Design seq_mag_comparator, sky130hd; sources not shown.
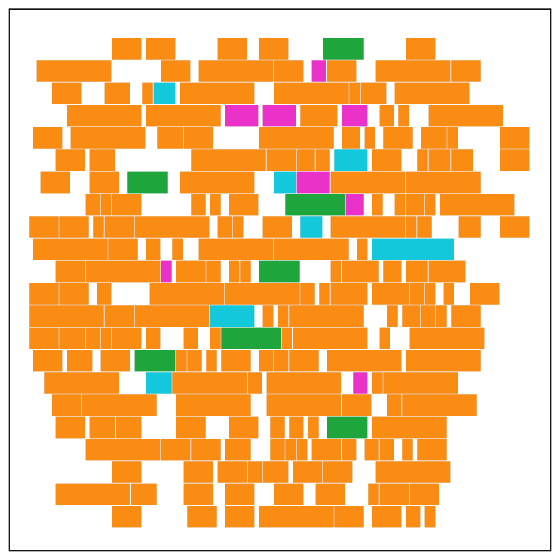
Fig. 1. Drive-strength map (run 1).
magenta -> drive 2  # cells 8, share 3.6%, most used mux2_2
orange -> drive 1 or less  # cells 203, share 90%, most used dfrtp_1
green -> drive 6 and up  # cells 7, share 3.1%, most used clkbuf_8
cyan -> drive 3 to 4  # cells 7, share 3.1%, most used buf_4
final instance area: 2590 µm²
Non-CTS buffers: 47

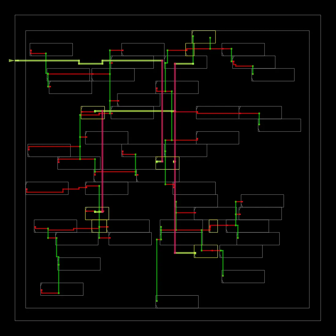
Fig. 2. Clock wiring as the flow saved it (run 1).
CTS Sinks: 44
Clock Power: 332 µW
Post-Route Skew: 0.00815 ns
TritonCTS buffer count: 5

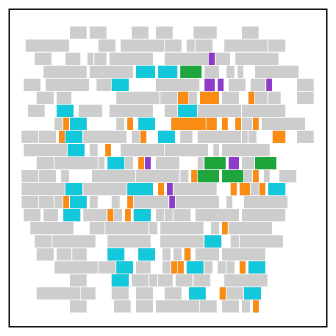
Fig. 3. Gate families picked out (run 1).
purple -> NAND gates  # cells 8, most used nand2_1
green -> adder and majority cells  # cells 5, most used ha_1
orange -> NOR gates  # cells 32, most used nor2_1
cyan -> multiplexers  # cells 26, most used mux2i_1
Commonest Layout Cell: dfrtp_1
Post-Layout Cell Count: 273
combinational share of cell area: 32.5%

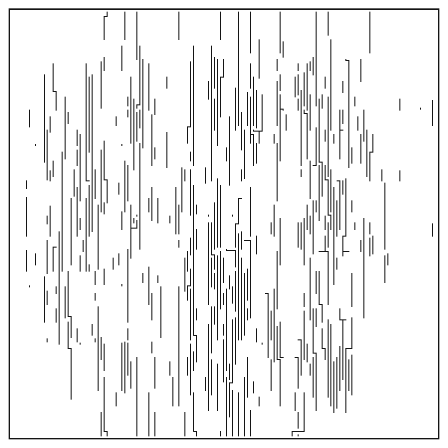
Fig. 4. The metal 2 layer (run 1).
main direction = vertical
longest straight run = 24.1 µm
met2 Usage GRT: 35.0%
drt total wl: 3840 µm
via count: 1468

==> impl_metrics.csv, run 1 <==
group,metric,value,unit
placed_design,numPlacedInstances,265,
worst_setup_path,crit_path_start_kind,"primary input",
finish,seq_area_share,42.5,%
synth,ys_sh_adder,3.08,%
finish,drive_gt1_share,9.78,%
finish,areaGrowthSynthToFinish,27.6,%
cts,path_clk_slew,0.09,ns
finish,dominant-cell-class,"registers",
global_routing,grt_pass1_vias,1497,
cts,cts_tree,"done",
placed_design,port_buffers,43,
power,cellPowerDensity,991,nW/µm²
worst_setup_path,reg2reg_depth,8,
finish,final_util,70.8,%
floorplan,pin_count,44,
floorplan,core,3660,µm²
outcome,status,"completed",
synth,async_flop_share,100,%
final_timing,worst_hold_slack,0.495,ns
worst_setup_path,crit_chain,"clkdlybuf4s50_1 -> inv_1 -> nor2_2 -> nor2_8 -> inv_2 -> buf_12 -> nor2_1 -> a21oi_1",
power,p_sw,1.03,mW
global_routing,grt_use_total,21.4,%
finish,nets,265,
finish,buf_share,18.2,%
synth,synth-main-ff-cell,"dfrtp_1",
worst_setup_path,path_depth,8,
worst_setup_path,critical-path-slowest-cell,"clkdlybuf4s50_1",
final_timing,fin_setup_tns,0,ns
synth,mux_area_share,13.2,%
finish,n_all_inverters,8,
synth,synthTopCellsByArea,"dfrtp_1 54%, mux2i_1 11%, a21oi_1 5.9%",
global_routing,grt_antenna_before_repair,0,
finish,logic_area,842,µm²
==> run 1: power groups by stage <==
| stage | combinational [mW] | sequential, mW | clock, mW |
|---|---|---|---|
| 2_1_floorplan | 0.969 | 0.978 | 0 |
| 3_3_place_gp | 1.23 | 0.955 | 0 |
| 3_5_place_dp | 1.28 | 0.973 | 0 |
| 4_1_cts | 1.29 | 0.961 | 0.340 |
| 5_1_grt | 1.42 | 0.994 | 0.358 |
| 6_report | 1.28 | 0.963 | 0.332 |
==> run 1: metal layers <==
metal  wire (µm)  vias up  track usage, %  part of all wire [%]
met3         145       12            3.58                   3.8
met1        1650      711            25.5                    43
li1            -      712               -                     -
met2        1920       33            35.0                    50
met4         119        0            11.5                   3.1
met5           0        -               -                     0
Fig. 5: run 1, cells colored by class
The bar under the picture is 20 µm long. Fill, decap, tap and diode cells in gray.
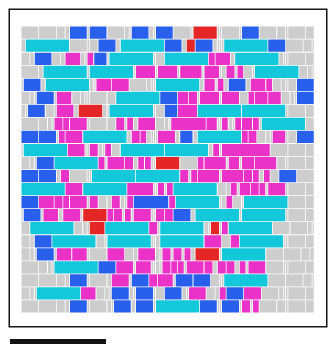

--- run 2 (diff from run 1) ---
Settings changed: CORE_UTILIZATION 53 to 45, PLACE_DENSITY 0.84 to 0.76.
Clock period 3.29 ns to 2.1 ns, I/O delays scaled along.
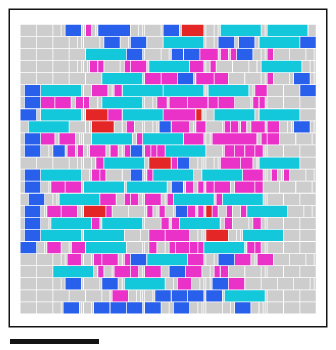
Fig. 6. Cells colored by class (run 2).
The bar under the picture is 20 µm long. Fill, decap, tap and diode cells in gray.
magenta -> all other logic  # cells 126, share of their area 34%
blue -> other buffers and delay cells  # cells 52, share of their area 20%
cyan -> flip-flops  # cells 44, share of their area 43%
red -> clock drivers and dummy loads  # cells 8, share of their area 3.5%
core area: 4350 µm²
final instance area: 2640 µm²
Placement Rows: 24
sequential share of cell area: 41.7%

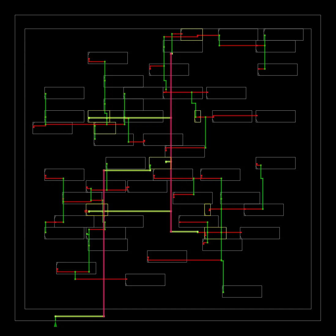
Fig. 7. Clock wiring as the flow saved it (run 2).
Post-Route Skew: 0.00913 ns
Flop Count: 44
Clock Power: 546 µW
latest clock arrival within the worst-skew pair: 0.30 ns
clock buffers: 8

==> impl_metrics.csv, run 2 <==
group,metric,value,unit
outcome,status,"completed",
worst_setup_path,path_depth,8,
cts,path_clk_slew,0.08,ns
worst_setup_path,reg2reg_depth,8,
global_routing,globalRouteMet2Util,27.3,%
cts,cts_tree,"done",
synth,ys_sh_adder,3.08,%
finish,nets,270,
worst_setup_path,crit_path_start_kind,"flip-flop",
final_timing,fin_setup_tns,0,ns
worst_setup_path,crit_chain,"ha_1 -> a41oi_4 -> nor2_4 -> nor2_8 -> inv_2 -> buf_4 -> nor2_1 -> a21oi_1",
placed_design,port_buffers,43,
global_routing,grt_busiest_layer,"met2",
placed_design,numPlacedInstances,274,
global_routing,grtUsageMet1,23.4,%
power,p_sw,1.59,mW
finish,final_util,60.6,%
final_timing,worst_hold_slack,0.492,ns
global_routing,grt_use_total,18.0,%
synth,async_flop_share,100,%
route,drc,0,
global_routing,use_met3,4.22,%
synth,mux_area_share,13.2,%
synth,synth-main-ff-cell,"dfrtp_1",
global_routing,grt_antenna_before_repair,0,
power,p_seq,1.50,mW
cts,clock_sinks,44,
finish,final_common_cell,"dfrtp_1",
worst_setup_path,critical-path-slowest-cell,"dfrtp_1",
finish,drive_gt1_share,10.9,%
floorplan,fp_util,46.7,%
finish,post_layout_nonfiller_instances,282,
route,wl,3890,µm
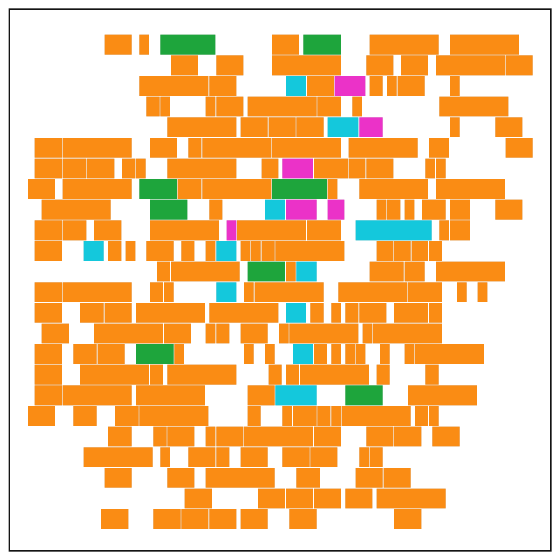
Fig. 8. Drive-strength map (run 2).
green -> drive 6 and up  # cells 8, share 3.5%, most used clkbuf_8
cyan -> drive 3 to 4  # cells 11, share 4.8%, most used buf_4
magenta -> drive 2  # cells 6, share 2.6%, most used mux2_2
orange -> drive 1 or less  # cells 205, share 89%, most used dfrtp_1
final setup margin: 0.155 ns
Area Growth Syn to Fin: 29.8%
Non-CTS buffers: 52

[run 2: per-layer routing]
metal  share of wire, %  routed length (µm)  vias to the layer above
met5                  0                   0                        -
met4                1.9                  75                        0
met3                2.9                 113                        7
met2                 49                1920                       25
met1                 46                1780                      699
li1                   -                   -                      730
[run 2: layout make-up]
cell class / instances / area (µm²)
well taps: 52 / 65.1
flip-flops and latches: 44 / 1100
inverters: 8 / 30.0
repair buffers: 52 / 510
fillers: 353 / 1720
multi-input cells: 118 / 842
clock buffers: 8 / 90.1
[run 2: worst register-to-register path: stages, from the launching register on]
cell and delay [ns]:
dfrtp_1 0.41, ha_1 0.37, a41oi_4 0.34, nor2_4 0.11, nor2_8 0.14, inv_2 0.10
buf_4 0.18, nor2_1 0.11, a21oi_1 0.06
No activity file was given, so power comes from the tool's default toggle rates.
